==> config.mk <==
export PLATFORM = sky130hd
export DESIGN_NAME = max_share_sched
export DESIGN_NICKNAME = d
export VERILOG_FILES = /design/src/rtl/max_share_sched.sv
export SDC_FILE = /design/constraint.sdc
export NUM_CORES = 1
export LEC_CHECK = 0
export CORE_ASPECT_RATIO = 0.7
export CORE_MARGIN = 4
export CORE_UTILIZATION = 35
export CTS_BUF_LIST = sky130_fd_sc_hd__clkbuf_16
export CTS_CLUSTER_DIAMETER = 150
export DETAILED_ROUTE_END_ITERATION = 16
export GPL_ROUTABILITY_DRIVEN = 0
export GPL_TIMING_DRIVEN = 0
export HOLD_SLACK_MARGIN = 0.1
export PLACE_DENSITY_LB_ADDON = 0.05
export RECOVER_POWER = 100
export SYNTH_ARGS = -nofsm -noshare
export SYNTH_HDL_FRONTEND = slang
export SYNTH_SLANG_ARGS = --single-unit
==> constraint.sdc <==
create_clock -name clk -period 6.8 [get_ports clk]
set_clock_uncertainty 0.1 [all_clocks]
set_input_delay 1.7 -clock clk [delete_from_list [all_inputs] [get_ports clk]]
set_output_delay 1.7 -clock clk [all_outputs]
set_load 0.05 [all_outputs]
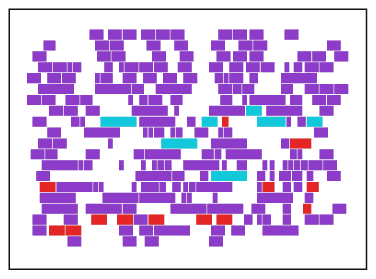
Figure 1: run 1, drive-strength map.
Drawn at 4 px/um.
x6 and larger: drawn in cyan, cells 7, share 3.1%. x1 and smaller: drawn in purple, cells 207, share 91%. x2: drawn in red, cells 13, share 5.7%.
Area Growth Syn to Fin: 52.4%
cell area after layout: 2440 um^2
Non-clock buffers: 82

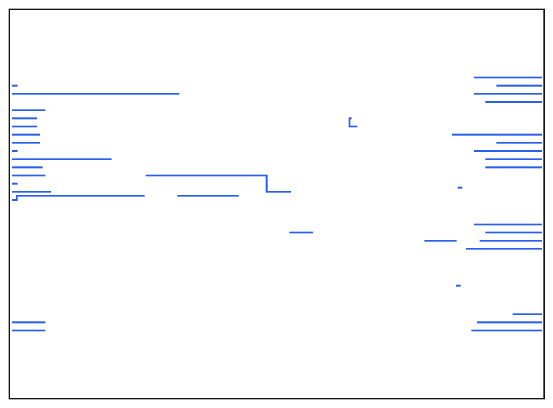
Figure 2: run 1, met3 routing.
Drawn at 6 px/um.
The layer carries 325 um of wire. The wires run mostly horizontal. 36 nets have wire on it.
met3 usage: 4.45%
DR vias: 1400
DRT Wirelength: 4350 um

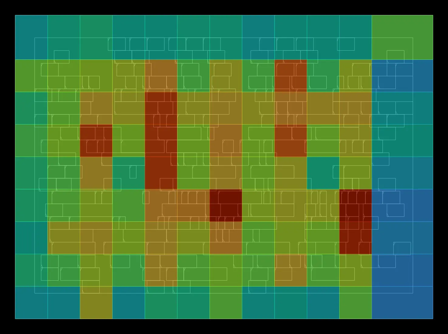
Figure 3: run 1, routing congestion.
Post-Route Utilization: 55.8%
met1 Track Usage GR: 20.2%
Most Crowded Layer GR: met2
DR WL/cell: 15.4 um
met2 Use GR: 26.4%

==> Slide: Implementation Results, run 1 <==
Flow Results at a Glance

Final timing
  • Slew headroom: 51.5%
  • RSZ-0062 raised after global routing: no
  • Sum Neg Setup Slack: 0 ns
  • Max-slew violation count: 0
  • Worst Tran Pin Value: 0.728 ns
  • Min cycle time layout: 6.24 ns
  • Final hold slack: 0.378 ns
  • Worst setup slack after layout: around 0.56 ns
  • Final Hold Vio Count: 0

Yosys
  • Synth unique cells: 32
  • Top area cell types: dfrtp_1 (44%), mux2i_1 (12%), o221ai_2 (7.5%)
  • Count of library flops with an enable pin: 0
  • Yosys warnings: 0
  • Cell count in the Yosys report: 149
  • Comb area leader: simple AND/OR/NAND/NOR gates
  • Synth Instances: around 150
  • Synth top area share: 43.7%
  • Synth flops: 28
  • Sequential share of the synthesized area: roughly 44%
  • XOR Share, Synth: 1.09%
  • Post-synth ARST share: 100%
  • Simple Share, Synth: between 15 and 20%
  • Top_reg_cell synth: dfrtp_1
  • Mux area share: 17.4%
  • Yosys Chip Area: approximately 1600 um^2
  • Syn_area_per_cell: 10.8 um^2

Cells and area
  • Logic area: 785 um^2
  • #MultiIn Comb: 113
  • Post-Layout Cell Count: 282
  • Final nets: 280
  • Sequential cell area: between 700 and 800 um^2
  • Max FFs per register: 10
  • Register share of the cell area: 28.7%
  • Flip-flops: 28
  • Comb/total area: between 30% and 40%
  • Buffer share of cell area: roughly a third

Pwr
  • Sequential power share: 32.4%
  • Pleak: between 1 and 1.5 nW
  • Power consumption: between 0.0008 and 0.0009 W
  • Pint: 0.000477 W
  • Combinational power: 0.000417 W
  • Power share of the combinational group: 51.2%
  • Sw Share: between 40% and 50%
  • Clock power frac: about 17%
  • P_clk: 0.000134 W

Place
  • Placed Area: ~2400 um^2
  • IO Port Bufs: approximately 74
  • Pre-CTS WS: -0.536 ns
  • Hpwl dp: 3320 um

Worst hold path
  • Hold Path Class: flop to flop

Setup path
  • Buf+Inv Stages, Crit Path: 3
  • Kind of critical path: input port to output pin
  • Setup crit start kind: input port
  • Max FO, Critical Path: 29
  • Reg2reg setup slack: 4.76 ns
  • Worst path slowest cell: dlygate4sd3_1
  • Nature of the critical path endpoint: output pin
  • R2r worst-path depth: 7

Clock tree
  • CTS sink count: 28
  • CTS tree: yes
  • Clock-pin slew on the worst setup and hold paths: 0.07 ns
  • Resize count post-CTS: 3
  • Setup Buffers After CTS: 0
  • H-tree depth reported by CTS: 1
  • # hold bufs at CTS: 0

Die
  • Die ar.: 5750 um^2
  • I/O pin count: between 70 and 80
  • Die width: 88.9 um
  • Tap cells: 55
  • Core area: 4380 um^2
  • Die height: about 65 um
  • Rows: 20

Global routing
  • Pin count of the biggest net entering global routing: 30
  • Total gr overflow: 0
  • Initial antenna violation count: 0
  • First-pass GRT wire length: ~7100 um

Detailed routing
  • Met3 WL: 324 um
  • Routed Antenna Nets: 0
  • Starting DRC count in detailed routing: 28
  • DRC Markers: 0
  • DR vias/cell: 4.96
  • Met1 wire length: 1840 um

Outcome
  • Run status: completed
## Run 2: what changed since run 1
- SETUP_SLACK_MARGIN: not set -> 0.1
- SKIP_LAST_GASP: not set -> 1
==> run 2 against run 1 <==
Compared with the run above:
- die area is the same
- synthesized cell count is the same
- wire length is the same
- non-clock buffer count is the same
- clock-buffer cell count is the same
- final cell count is the same
- critical path depth is the same
- clock power is essentially flat
- register-to-register slack is essentially flat
- maximum frequency is the same
- critical path type unchanged
==> Slide: Implementation Results, run 2 <==
Flow Results at a Glance

Pwr
  • Combinational power: 0.000417 W (about the same)
  • Power consumption: 0.000815 W (unchanged)
  • P_clk: 0.000134 W (about the same)
  • Pint: 0.000477 W (unchanged)
  • Sequential power share: 32.4% (about the same)
  • Seq. pwr: 0.000264 W (about the same)
  • PwrDens: 333 nW/um^2 (unchanged)
  • Sw Share: 41.4% (unchanged)
  • Power share of the combinational group: 51.2% (about the same)
  • Clock power frac: 16.5% (about the same)
  • Pleak: 1.08 nW (unchanged)
  • Biggest consumer: combinational logic (unchanged)

Final timing
  • Min cycle time layout: 6.24 ns (unchanged)
  • Sum Neg Setup Slack: 0 ns (unchanged)
  • Final Hold Vio Count: 0 (unchanged)
  • RSZ-0062 raised after global routing: no (unchanged)
  • Max-slew violation count: 0 (unchanged)
  • Final number of setup-violating endpoints: 0 (unchanged)
  • Max Fclk: 160 MHz (unchanged)
  • Slew headroom: 51.5% (unchanged)
  • Worst Tran Pin Value: 0.728 ns (unchanged)
  • Final hold slack: 0.378 ns (unchanged)

Cells and area
  • Post-Layout Cell Count: 282 (unchanged)
  • Max FFs per register: 10 (unchanged)
  • Share of layout cells above drive strength 1: 8.81% (unchanged)
  • Top Layout Cells: clkdlybuf4s50_1 (47), nand2_1 (28), dfrtp_1 (28) (unchanged)
  • Flip-flops: 28 (unchanged)
  • #MultiIn Comb: 113 (unchanged)
  • Final nets: 280 (unchanged)
  • Comb/total area: 32.1% (unchanged)
  • Invs w/o clock: 0 (unchanged)
  • Area Growth Syn to Fin: 52.4% (unchanged)
  • Sequential cell area: 701 um^2 (unchanged)
  • Buffer share of cell area: 33.2% (unchanged)
  • Non-clock buffers: 82 (unchanged)
  • Register share of the cell area: 28.7% (unchanged)
  • Clock Buffer Count: 3 (unchanged)
  • Logic area: 785 um^2 (unchanged)
  • Cell area after layout: 2440 um^2 (unchanged)
  • Post-Route Utilization: 55.8% (unchanged)

Detailed routing
  • WL met2: 2150 um (unchanged)
  • Met1 wire length: 1840 um (unchanged)
  • DRC Markers: 0 (unchanged)
  • DR vias: 1400 (unchanged)
  • DR vias/cell: 4.96 (unchanged)
  • DRT Pass-1 Iters: 4 (unchanged)
  • DRT Wirelength: 4350 um (unchanged)
  • Starting DRC count in detailed routing: 28 (unchanged)
  • DR WL/cell: 15.4 um (unchanged)
  • Met3 WL: 324 um (unchanged)
  • Routed Antenna Nets: 0 (unchanged)

Yosys
  • Yosys warnings: 0 (unchanged)
  • Synth Instances: 149 (unchanged)
  • Simple Share, Synth: 17.9% (unchanged)
  • Top area cell types: dfrtp_1 (44%), mux2i_1 (12%), o221ai_2 (7.5%) (unchanged)
  • Synth top area share: 43.7% (unchanged)
  • Post-synth ARST share: 100% (unchanged)
  • Count of library flops with an enable pin: 0 (unchanged)
  • Yosys Chip Area: 1600 um^2 (unchanged)
  • Synth unique cells: 32 (unchanged)
  • Comb area leader: simple AND/OR/NAND/NOR gates (unchanged)
  • Synth flops: 28 (unchanged)
  • Top cells by count, synth: dfrtp_1 (28), nand2_1 (28), mux2i_1 (20) (unchanged)
  • Top_reg_cell synth: dfrtp_1 (unchanged)
  • Syn_area_per_cell: 10.8 um^2 (unchanged)
  • Sequential share of the synthesized area: 43.7% (unchanged)
  • Cell count in the Yosys report: 149 (unchanged)
  • Mux area share: 17.4% (unchanged)
  • Adder Share, Synth: 0.780% (unchanged)
  • XOR Share, Synth: 1.09% (unchanged)

Clock tree
  • CTS sink count: 28 (unchanged)
  • H-tree depth reported by CTS: 1 (unchanged)
  • # hold bufs at CTS: 0 (unchanged)
  • CTS tree: yes (unchanged)
  • Resize count post-CTS: 3 (unchanged)
  • Clock-pin slew on the worst setup and hold paths: 0.07 ns (about the same)
  • Root buf cell: clkbuf_16 (unchanged)
  • Setup Buffers After CTS: 0 (unchanged)

Setup path
  • Reg2reg setup slack: 4.76 ns (about the same)
  • Setup crit start kind: input port (unchanged)
  • Nature of the critical path endpoint: output pin (unchanged)
  • Worst path slowest cell: dlygate4sd3_1 (unchanged)
  • Buf+Inv Stages, Crit Path: 3 (unchanged)
  • Kind of critical path: input port to output pin (unchanged)
  • R2r worst-path depth: 7 (unchanged)
  • Max FO, Critical Path: 29 (unchanged)

Place
  • Pre-CTS WS: -0.536 ns (unchanged)
  • IO Port Bufs: 74 (unchanged)
  • Placed Area: 2410 um^2 (unchanged)
  • Hpwl dp: 3320 um (unchanged)

Global routing
  • Total gr overflow: 0 (unchanged)
  • Met2 Use GR: 26.4% (unchanged)
  • Initial antenna violation count: 0 (unchanged)
  • First-pass GRT wire length: 7070 um (unchanged)
  • Pin count of the biggest net entering global routing: 30 (unchanged)
  • Most Crowded Layer GR: met2 (unchanged)
  • Met1 Track Usage GR: 20.2% (unchanged)
  • Met3 usage: 4.45% (unchanged)

Die
  • Rows: 20 (unchanged)
  • Die height: 64.6 um (unchanged)
  • Tap cells: 55 (unchanged)
  • Die width: 88.9 um (unchanged)
  • I/O pin count: 75 (unchanged)
  • Die ar.: 5750 um^2 (unchanged)
  • Core area: 4380 um^2 (unchanged)

Worst hold path
  • Hold Path Class: flop to flop (unchanged)
  • Hold Crit Depth: 2 (unchanged)

Outcome
  • Run status: completed (unchanged)
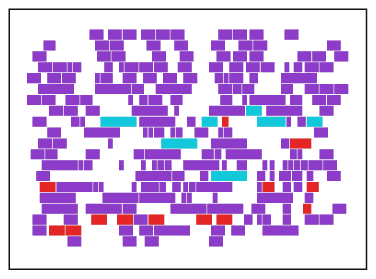
Figure 4: run 2, drive-strength map.
Drawn at 4 px/um.
x1 and smaller: drawn in purple, cells 207, share 91%. x2: drawn in red, cells 13, share 5.7%. x6 and larger: drawn in cyan, cells 7, share 3.1%.
worst setup slack after layout: 0.560 ns

Power figures rest on the tool's default switching activity, not on a simulated workload.
